File: config.mk
export PLATFORM = sky130hd
export DESIGN_NAME = lfsr_bit_packer
export DESIGN_NICKNAME = d
export VERILOG_FILES = /design/src/rtl/lfsr_pkg.sv /design/src/rtl/lfsr_sync_fifo.sv /design/src/rtl/lfsr_bit_packer.sv
export SDC_FILE = /design/constraint.sdc
export NUM_CORES = 1
export LEC_CHECK = 0
export ABC_CLOCK_PERIOD_IN_PS = 5700
export CAP_MARGIN = 20
export CORE_UTILIZATION = 57
export DETAILED_ROUTE_END_ITERATION = 10
export PLACE_DENSITY = 0.79
export REMOVE_ABC_BUFFERS = 1
export SLEW_MARGIN = 10
export SYNTH_ARGS = -nofsm -noshare
export SYNTH_HDL_FRONTEND = slang
export SYNTH_HIERARCHICAL = 1
export SYNTH_SLANG_ARGS = --single-unit
File: constraint.sdc
create_clock -name CLK -period 5.7 [get_ports CLK]
set_input_delay 0.855 -clock CLK [delete_from_list [all_inputs] [get_ports CLK]]
set_output_delay 0.855 -clock CLK [all_outputs]
set_load 0.1 [all_outputs]
File: src/rtl/lfsr_pkg.sv
// Shared constants and helpers for the LFSR block family (seed width, packer word width, FIFO depth).
package lfsr_pkg;

    localparam int DEFAULT_WORD_W     = 8;
    localparam int DEFAULT_FIFO_DEPTH = 4;
    localparam int LFSR_SEED_W        = DEFAULT_WORD_W;

    function automatic int clog2(input int value);
        int result;
        int v;
        result = 0;
        v = value - 1;
        while (v > 0) begin
            result = result + 1;
            v = v >> 1;
        end
        return result;
    endfunction

endpackage

File: src/rtl/lfsr_sync_fifo.sv
// Single-clock FIFO with push/pop, full/empty and an occupancy count kept separately from the pointers.
module lfsr_sync_fifo
    import lfsr_pkg::*;
#(
    parameter int WIDTH = DEFAULT_WORD_W,
    parameter int DEPTH = DEFAULT_FIFO_DEPTH
) (
    input  logic                  clk,
    input  logic                  rst,
    input  logic                  push,
    input  logic                  pop,
    input  logic [WIDTH-1:0]      din,
    output logic [WIDTH-1:0]      dout,
    output logic                  full,
    output logic                  empty,
    output logic [clog2(DEPTH):0] count
);

    localparam int PTR_W = clog2(DEPTH);

    logic [WIDTH-1:0] mem [DEPTH];
    logic [PTR_W-1:0] wr_ptr;
    logic [PTR_W-1:0] rd_ptr;
    logic             do_push;
    logic             do_pop;

    assign empty   = (count == '0);
    assign full    = (count == (PTR_W+1)'(DEPTH));
    assign do_pop  = pop & ~empty;
    // A push into a full FIFO is accepted only when the head leaves on the same edge.
    assign do_push = push & (~full | do_pop);
    assign dout    = empty ? '0 : mem[rd_ptr];

    always_ff @(posedge clk or posedge rst) begin
        if (rst) begin
            wr_ptr <= '0;
            rd_ptr <= '0;
            count  <= '0;
        end else begin
            if (do_push) wr_ptr <= wr_ptr + 1'b1;
            if (do_pop)  rd_ptr <= rd_ptr + 1'b1;
            case ({do_push, do_pop})
                2'b10:   count <= count + 1'b1;
                2'b01:   count <= count - 1'b1;
                default: count <= count;
            endcase
        end
    end

    always_ff @(posedge clk) begin
        if (do_push) mem[wr_ptr] <= din;
    end

endmodule

File: src/rtl/lfsr_bit_packer.sv
// Packs the qualified LFSR serial stream into WORD_W-bit words behind a valid/ready FIFO.
// Optional macro LFSR_PACKER_PARITY_EN adds Parity_Out, stored per entry at push time.
module lfsr_bit_packer
    import lfsr_pkg::*;
#(
    parameter int WORD_W     = DEFAULT_WORD_W,
    parameter int FIFO_DEPTH = DEFAULT_FIFO_DEPTH,
    parameter bit MSB_FIRST  = 1'b1
) (
    input  logic                       CLK,
    input  logic                       RST,
    input  logic                       Serial_In,
    input  logic                       Serial_Valid,
    output logic [WORD_W-1:0]          Word_Out,
    output logic                       Word_Valid,
    input  logic                       Word_Ready,
    output logic [clog2(FIFO_DEPTH):0] Fill_Level,
    output logic                       Overflow
`ifdef LFSR_PACKER_PARITY_EN
    ,
    output logic                       Parity_Out
`endif
);

    localparam int CNT_W = clog2(WORD_W);
`ifdef LFSR_PACKER_PARITY_EN
    localparam int ENTRY_W = WORD_W + 1;
`else
    localparam int ENTRY_W = WORD_W;
`endif

    logic [WORD_W-1:0]  acc;
    logic [WORD_W-1:0]  acc_next;
    logic [CNT_W-1:0]   bit_cnt;
    logic               word_done;
    logic               pop;
    logic               fifo_full;
    logic               fifo_empty;
    logic [ENTRY_W-1:0] push_entry;
    logic [ENTRY_W-1:0] head_entry;

    always_comb begin
        acc_next = acc;
        if (MSB_FIRST) acc_next = {acc[WORD_W-2:0], Serial_In};
        else           acc_next = {Serial_In, acc[WORD_W-1:1]};
    end

    assign word_done = Serial_Valid && (bit_cnt == CNT_W'(WORD_W - 1));
    assign pop       = Word_Ready & ~fifo_empty;

`ifdef LFSR_PACKER_PARITY_EN
    assign push_entry = {^acc_next, acc_next};
    assign Parity_Out = head_entry[WORD_W];
`else
    assign push_entry = acc_next;
`endif

    assign Word_Out   = head_entry[WORD_W-1:0];
    assign Word_Valid = ~fifo_empty;

    always_ff @(posedge CLK or posedge RST) begin
        if (RST) begin
            acc      <= '0;
            bit_cnt  <= '0;
            Overflow <= 1'b0;
        end else begin
            if (Serial_Valid) begin
                acc     <= acc_next;
                bit_cnt <= word_done ? '0 : bit_cnt + 1'b1;
            end
            if (word_done && fifo_full && !pop) Overflow <= 1'b1;
        end
    end

    lfsr_sync_fifo #(
        .WIDTH (ENTRY_W),
        .DEPTH (FIFO_DEPTH)
    ) u_fifo (
        .clk   (CLK),
        .rst   (RST),
        .push  (word_done),
        .pop   (pop),
        .din   (push_entry),
        .dout  (head_entry),
        .full  (fifo_full),
        .empty (fifo_empty),
        .count (Fill_Level)
    );

endmodule

==> flow_metrics.env, run 1 <==
# physical design summary
export IMPL_combGateArea_um2=658
export IMPL_nFillCells=234
export IMPL_cp_cell_sequence="mux4_2, and2_1, clkdlybuf4s50_1"
export IMPL_placed_area_um2=2340
export IMPL_end_kind="primary output"
export IMPL_largest_register_ffs=32
export IMPL_cts_reportedPaths_clkPinSlew_ps=90
export IMPL_drv_slew=0
export IMPL_wl_met1_mm=1.51
export IMPL_avgRoutedWirePerCell_um=16.7
export IMPL_grt_max_degree=16
export IMPL_cts_tree="yes"
export IMPL_status="finished, final reports clean"
export IMPL_syn_inst=124
export IMPL_aoi_share=0.0129
export IMPL_clkCellAreaFrac=0.0429
export IMPL_arrival_ps=2750
export IMPL_crit_family="buffers and inverters"
export IMPL_busiest_layer="met2"
export IMPL_r2r_setup_slack_ps=3000
export IMPL_cts_buffers=5
export IMPL_holdWs_ps=505
export IMPL_taps=46
export IMPL_dr_wl_met2_mm=1.50
export IMPL_num_nonclk_inverters=12
export IMPL_startpoint="u_fifo/rd_ptr[0]"
export IMPL_edf_count=32
export IMPL_antennaDiodeCount=0
export IMPL_endpoint="Word_Out[5]"
export IMPL_area_leaders="edfxtp_1, dfrtp_1, mux4_2"
export IMPL_required_ps=4850
export IMPL_cpMaxStageDelayCell="clkdlybuf4s50_1"
export IMPL_ys_seq_frac=0.660
export IMPL_clock_latency_late_pin_ps=310
export IMPL_grt_setup_unrepaired="no"
export IMPL_nets=157
export IMPL_place_inst=183
export IMPL_nonClkBufAreaFrac=0.0695
export IMPL_final_seq_area_um2=1410
export IMPL_postCtsSetupRepairBufs=0
export IMPL_wl_mm=3.19
export IMPL_hold_viol_final=0
export IMPL_worst_slew_pin_slew_ps=982
export IMPL_ff2ff_path_depth=11
export IMPL_clock_sinks=50
export IMPL_vias=1051
export IMPL_synth_area_um2=2140
export IMPL_simple_gate_area_frac=0.0661
export IMPL_placementRows=21
export IMPL_hold_depth=1
export IMPL_start_kind="register"
export IMPL_grt_use_met1=0.254
export IMPL_slew_headroom=0.343
export IMPL_ys_cells=124
export IMPL_grt_remaining_overflow=0
export IMPL_ys_sh_adder=0.0503
export IMPL_nFlopsAndLatches=50
export IMPL_cp_depth=3
export IMPL_reg2reg_from="u_fifo/count[0]"
export IMPL_yosysUniqueCellTypes=25
export IMPL_utilization=0.706
export IMPL_synth_seq_cells=50
export IMPL_comb_cells=58
export IMPL_final_cell_mix="edfxtp_1, dfrtp_1, clkdlybuf4s50_1"
export IMPL_ys_flop_type="edfxtp_1"
export IMPL_cts_hold_buf=0
export IMPL_common_cells="edfxtp_1, dfrtp_1, inv_1"
export IMPL_finalCriticalPeriod_ps=3600
export IMPL_muxShareOfSynthArea=0.154
export IMPL_r2r_end="u_fifo/count[2]"
export IMPL_buffers_excl_clock=17
export IMPL_dp_hpwl_mm=2.12
export IMPL_largestClassByArea="registers"
export IMPL_area_growth_pct=14.5
export IMPL_synth_avg_cell_area_um2=17.2
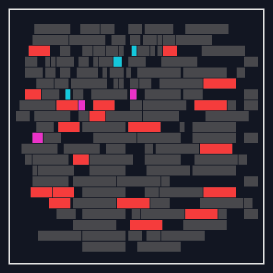
Fig. 1. Gate families picked out (run 1).
(4 px per um)
legend:
  red:
    family: mux cells
    cells: 19
  cyan:
    family: nor cells
    cells: 3
  magenta:
    family: nand cells
    cells: 3
most used logic cell in the final layout: edfxtp_1
Non-Filler Instances: 191
Comb area share: 0.269

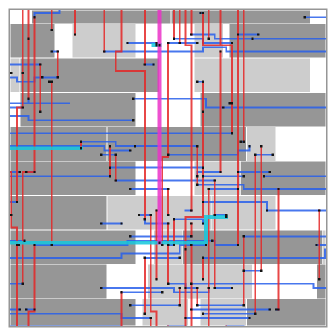
Fig. 2. A small window of the routed layout (run 1).
Region (19, 6) to (44, 31) um. Cells in grey, sequential cells in the stronger grey; small squares are vias.
legend:
  cyan:
    layer: metal 3
  magenta:
    layer: metal 4
  blue:
    layer: metal 1
  red:
    layer: metal 2
netlist names of flops here include: u_fifo/mem (13), acc (1)
sequential cells in the window: 14
most frequent: edfxtp_1 (13), clkdlybuf4s50_1 (3), and2_1 (3)
cells with their middle in the window: 25

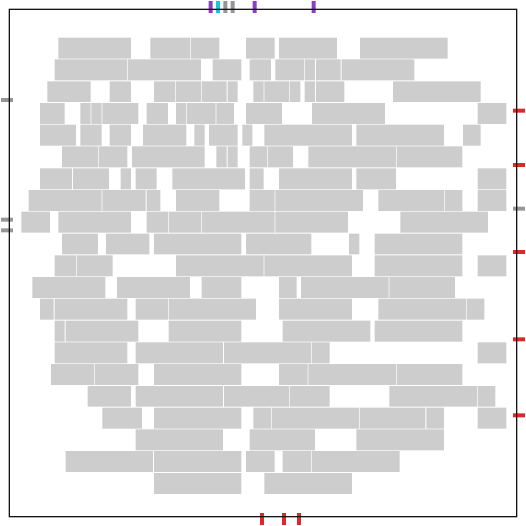
Fig. 3. I/O pins on the die edge (run 1).
(8 px per um) Pins as bars across the die edge, other pins in grey.
legend:
  red:
    port: Word_Out
    pins: 8
    direction: output
    edge: 5 right, 3 bottom
  purple:
    port: Fill_Level
    pins: 3
    direction: output
    edge: top
  cyan:
    port: Word_Ready
    pins: 1
    direction: input
    edge: top
all pins by edge: 6 top, 6 right, 3 left, 3 bottom
die width: 63.3 um
Die Y: 63.3 um

Fig. 4: run 1, where the registers sit
(4 px per um)
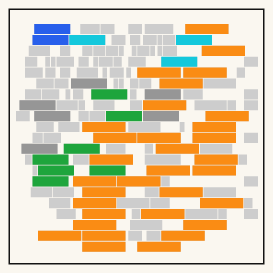

==> run 2, diff against run 1 <==
ABC_CLOCK_PERIOD_IN_PS = 3500   (was 5700)
CORE_UTILIZATION = 56   (was 57)
PLACE_DENSITY = 0.77   (was 0.79)
clock period = 3.5 ns   (was 5.7 ns; I/O delays follow)
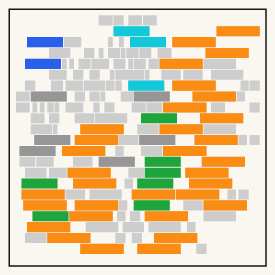
Fig. 5. Where the registers sit (run 2).
(4 px per um)
legend:
  cyan:
    name_in_the_netlist: u_fifo/count
    flops: 3
  orange:
    name_in_the_netlist: u_fifo/mem
    flops: 32
  green:
    name_in_the_netlist: acc
    flops: 7
  blue:
    name_in_the_netlist: u_fifo/wr_ptr
    flops: 2
Seq area share: 0.580
register area: 1410 um2
Final Core Density: 0.665

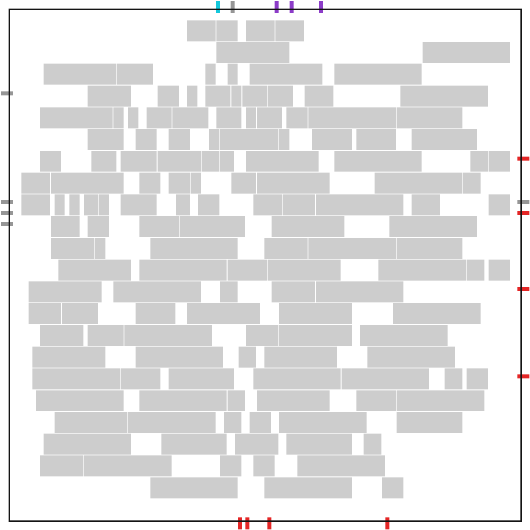
Fig. 6. I/O pins on the die edge (run 2).
(8 px per um) Pins as bars across the die edge, other pins in grey.
legend:
  cyan:
    port: Word_Ready
    pins: 1
    direction: input
    edge: top
  red:
    port: Word_Out
    pins: 8
    direction: output
    edge: 4 right, 4 bottom
  purple:
    port: Fill_Level
    pins: 3
    direction: output
    edge: top
all pins by edge: 5 top, 5 right, 4 left, 4 bottom

==> run 2 against run 1 <==
Compared with the run above: flip-flop count did not move; global-route usage up 1.2 points; synthesized area unchanged; final area decreased by 0.51%; count of clock-buffer cells in the layout is the same; clock skew down 1.9 ps; synthesized cell count did not move; sequential share of layout area rose by 0.30 points; critical path type is now reg2reg.
==> flow_metrics.env, run 2 <==
# physical design summary
export IMPL_status="finished, final reports clean"
export IMPL_xor_area_frac=0.0246
export IMPL_drive_above_1_share=0.295
export IMPL_num_nonclk_inverters=12
export IMPL_crit_top_cell="inv_1"
export IMPL_placementRows=22
export IMPL_antennaDiodeCount=0
export IMPL_wl_mm=3.33
export IMPL_portBuffers=17
export IMPL_nets=158
export IMPL_syn_inst=124
export IMPL_ys_chip_area_um2=2140
export IMPL_top_area_cell="edfxtp_1"
export IMPL_nFlopsAndLatches=50
export IMPL_dr_wl_met2_mm=1.78
export IMPL_die_width_um=63.8
export IMPL_antenna_found_initial=0
export IMPL_busiest_layer="met2"
export IMPL_avgRoutedWirePerCell_um=17.1
export IMPL_ys_warnings_count=6
export IMPL_maxCapViolations=0
export IMPL_reg2reg_from="u_fifo/count[0]"
export IMPL_grt_max_degree=16
export IMPL_comb_share=0.270
export IMPL_setup_viol=0
export IMPL_ff2ff_path_depth=11
export IMPL_dp_hpwl_mm=2.25
export IMPL_place_inst=186
export IMPL_chip_area_um2=4070
export IMPL_cts_root_buf="clkbuf_8"
export IMPL_stdcell_count=194
export IMPL_ctsHtreeMaxLevel=2
export IMPL_fp_util=0.584
export IMPL_synthTopLogicFamily="multiplexers"
export IMPL_final_antenna_net_count=0
export IMPL_ys_sh_adder=0.0503
export IMPL_cts_buffers=5
export IMPL_grt_pass1_vias=1119
export IMPL_critPathKind="reg2reg"
export IMPL_placed_area_um2=2330
export IMPL_largest_register_ffs=32
export IMPL_postCtsSetupRepairBufs=0
export IMPL_buffers_excl_clock=18
export IMPL_clkCellAreaFrac=0.0432
export IMPL_wl_met1_mm=1.40
export IMPL_pre_cts_ws_ps=847
export IMPL_hold_viol_final=0
export IMPL_setup_slack_ps=847
export IMPL_clock_sinks=50
export IMPL_finalCriticalPeriod_ps=2650
export IMPL_r2r_end="u_fifo/count[2]"
export IMPL_crit_buf_inv=3
export IMPL_simple_gate_area_frac=0.0661
export IMPL_synth_seq_cells=50
export IMPL_ios=18
export IMPL_cp_depth=11
export IMPL_grt_setup_unrepaired="no"
export IMPL_grt_remaining_overflow=0
export IMPL_nFillCells=265
export IMPL_use_met3=0.0661
export IMPL_cts_hold_buf=0
export IMPL_cts_buffer_depth=2
export IMPL_required_ps=3730
export IMPL_drc_errors=0
export IMPL_cp_cell_sequence="or3_2, inv_1, nor2b_1, o21a_4, inv_1, ha_1, inv_1, fa_1, xor2_1, nor2_1, xor2_1"
export IMPL_combGateArea_um2=658
export IMPL_fmax_ghz=0.377
export IMPL_endpoint="u_fifo/count[2]"
export IMPL_ys_flop_type="edfxtp_1"
export IMPL_fin_area_um2=2430
export IMPL_end_kind="register"
export IMPL_synth_most_common_cell="edfxtp_1"
export IMPL_ys_cells=124
export IMPL_aoi_share=0.0129
export IMPL_r2r_setup_slack_ps=850
export IMPL_drt_iter0_markers=37
export IMPL_top_layer="met4"
export IMPL_cts_resized=0
export IMPL_ys_seq_frac=0.660
export IMPL_die_h_um=63.8
export IMPL_clock_latency_late_pin_ps=300
export IMPL_crit_family="simple AND/OR/NAND/NOR gates"
export IMPL_muxShareOfSynthArea=0.154
export IMPL_vias=1034
export IMPL_final_cell_mix="edfxtp_1, dfrtp_1, inv_1"
export IMPL_synth_avg_cell_area_um2=17.2
export IMPL_synth_area_um2=2140
export IMPL_largestClassByArea="registers"
export IMPL_nonClkBufAreaFrac=0.0637
export IMPL_grtUsageTotal=0.199
export IMPL_cts_tree="yes"
export IMPL_edf_count=32
export IMPL_viasPerCell=5.33
export IMPL_common_cells="edfxtp_1, dfrtp_1, inv_1"
export IMPL_cts_reportedPaths_clkPinSlew_ps=90
export IMPL_cpMaxStageDelayCell="or3_2"
export IMPL_area_growth_pct=13.9
export IMPL_worst_slew_pin_slew_ps=971
export IMPL_start_kind="register"
export IMPL_arrival_ps=2880
export IMPL_gp_congestion=0.766
export IMPL_grt_pass1_wl_mm=5.63
export IMPL_fin_setup_tns_ps=0
export IMPL_grt_use_met1=0.243
export IMPL_comb_cells=58
export IMPL_drv_slew=0
export IMPL_taps=48
export IMPL_met2_usage=0.335
export IMPL_area_leaders="edfxtp_1, dfrtp_1, mux4_2"
export IMPL_yosysUniqueCellTypes=25
export IMPL_slew_headroom=0.351
export IMPL_holdWs_ps=478
export IMPL_final_common_cell="edfxtp_1"
export IMPL_startpoint="u_fifo/count[0]"
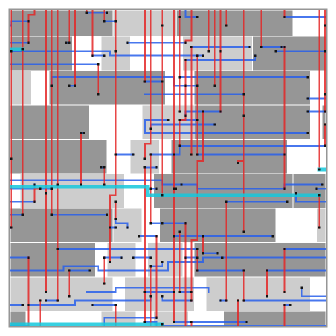
Fig. 7. A small window of the routed layout (run 2).
Region (19, 7) to (44, 32) um. Cells in grey, sequential cells in the stronger grey; small squares are vias.
legend:
  cyan:
    layer: metal 3
  red:
    layer: metal 2
  blue:
    layer: metal 1
cells with their middle in the window: 26
most frequent: edfxtp_1 (8), dfrtp_1 (6), and2_1 (4)
netlist names of flops here include: u_fifo/mem (8), acc (4)
sequential cells in the window: 14

Fig. 8: run 2, gate families picked out
(4 px per um)
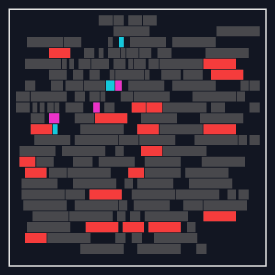

==> run 3, diff against run 2 <==
ABC_CLOCK_PERIOD_IN_PS = 2450   (was 3500)
clock period = 2.45 ns   (was 3.5 ns; I/O delays follow)
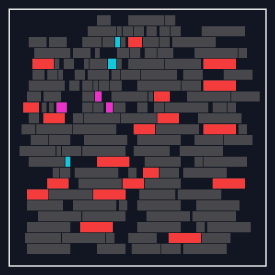
Fig. 9. Gate families picked out (run 3).
(4 px per um)
legend:
  cyan:
    family: nor cells
    cells: 3
  magenta:
    family: nand cells
    cells: 3
  red:
    family: mux cells
    cells: 19
Comb area share: 0.256
Non-Filler Instances: 203

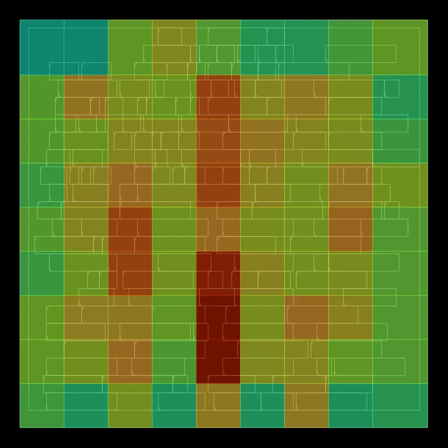
Fig. 10. Track usage over the die (run 3).
met2 Use GR: 0.334
met1 Track Usage GR: 0.255
global route hottest layer: met2

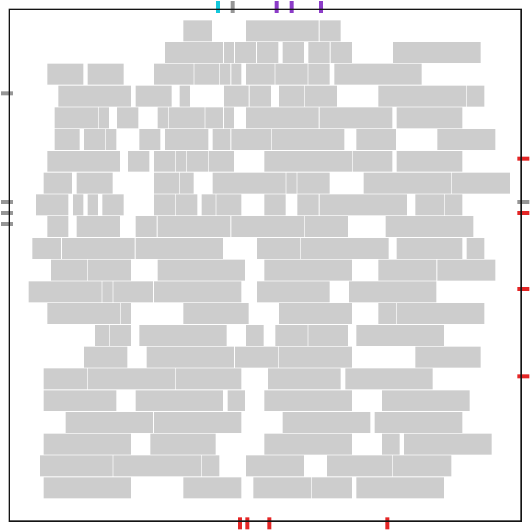
Fig. 11. I/O pins on the die edge (run 3).
(8 px per um) Pins as bars across the die edge, other pins in grey.
legend:
  purple:
    port: Fill_Level
    pins: 3
    direction: output
    edge: top
  red:
    port: Word_Out
    pins: 8
    direction: output
    edge: 4 right, 4 bottom
  cyan:
    port: Word_Ready
    pins: 1
    direction: input
    edge: top
all pins by edge: 5 top, 5 right, 4 left, 4 bottom
# port buffers: 17
Die Y: 63.8 um
die width: 63.8 um

==> run 3 against run 2 <==
Compared with the run above: synthesized cell count unchanged; cell count up 4.6%; routed wire length up 3.4%; largest cell class unchanged; highest routed layer unchanged; global-route usage up 0.53 points; via count up 3.6%.
==> flow_metrics.env, run 3 <==
# physical design summary
export IMPL_synth_area_um2=2140
export IMPL_cts_buffers=5
export IMPL_ys_flop_type="edfxtp_1"
export IMPL_aoi_share=0.0129
export IMPL_top_layer="met4"
export IMPL_cts_tree="yes"
export IMPL_endpoint="u_fifo/count[2]"
export IMPL_r2r_setup_slack_ps=140
export IMPL_comb_cells=58
export IMPL_fp_util=0.584
export IMPL_ys_chip_area_um2=2140
export IMPL_dp_hpwl_mm=2.41
export IMPL_chip_area_um2=4070
export IMPL_taps=48
export IMPL_startpoint="u_fifo/count[0]"
export IMPL_drc_errors=0
export IMPL_grt_remaining_overflow=0
export IMPL_synthTopLogicFamily="multiplexers"
export IMPL_ys_seq_frac=0.660
export IMPL_crit_family="simple AND/OR/NAND/NOR gates"
export IMPL_drt_iter0_markers=36
export IMPL_final_antenna_net_count=0
export IMPL_cts_root_buf="clkbuf_8"
export IMPL_place_inst=192
export IMPL_postCtsSetupRepairBufs=0
export IMPL_yosysUniqueCellTypes=25
export IMPL_area_leaders="edfxtp_1, dfrtp_1, mux4_2"
export IMPL_reg2reg_from="u_fifo/count[0]"
export IMPL_buffers_excl_clock=27
export IMPL_nets=167
export IMPL_ys_cells=124
export IMPL_vias=1071
export IMPL_pre_cts_ws_ps=29.2
export IMPL_status="finished, final reports clean"
export IMPL_hold_viol_final=0
export IMPL_dr_wl_met2_mm=1.79
export IMPL_combGateArea_um2=667
export IMPL_ios=18
export IMPL_largestClassByArea="registers"
export IMPL_fin_area_um2=2600
export IMPL_maxCapViolations=0
export IMPL_holdWs_ps=324
export IMPL_avgRoutedWirePerCell_um=16.9
export IMPL_num_nonclk_inverters=12
export IMPL_final_cell_mix="edfxtp_1, dfrtp_1, buf_4"
export IMPL_clkCellAreaFrac=0.0404
export IMPL_cpMaxStageDelayCell="or3b_4"
export IMPL_common_cells="edfxtp_1, dfrtp_1, inv_1"
export IMPL_simple_gate_area_frac=0.0661
export IMPL_wl_met1_mm=1.46
export IMPL_area_growth_pct=21.6
export IMPL_end_kind="register"
export IMPL_cp_depth=10
export IMPL_synth_avg_cell_area_um2=17.2
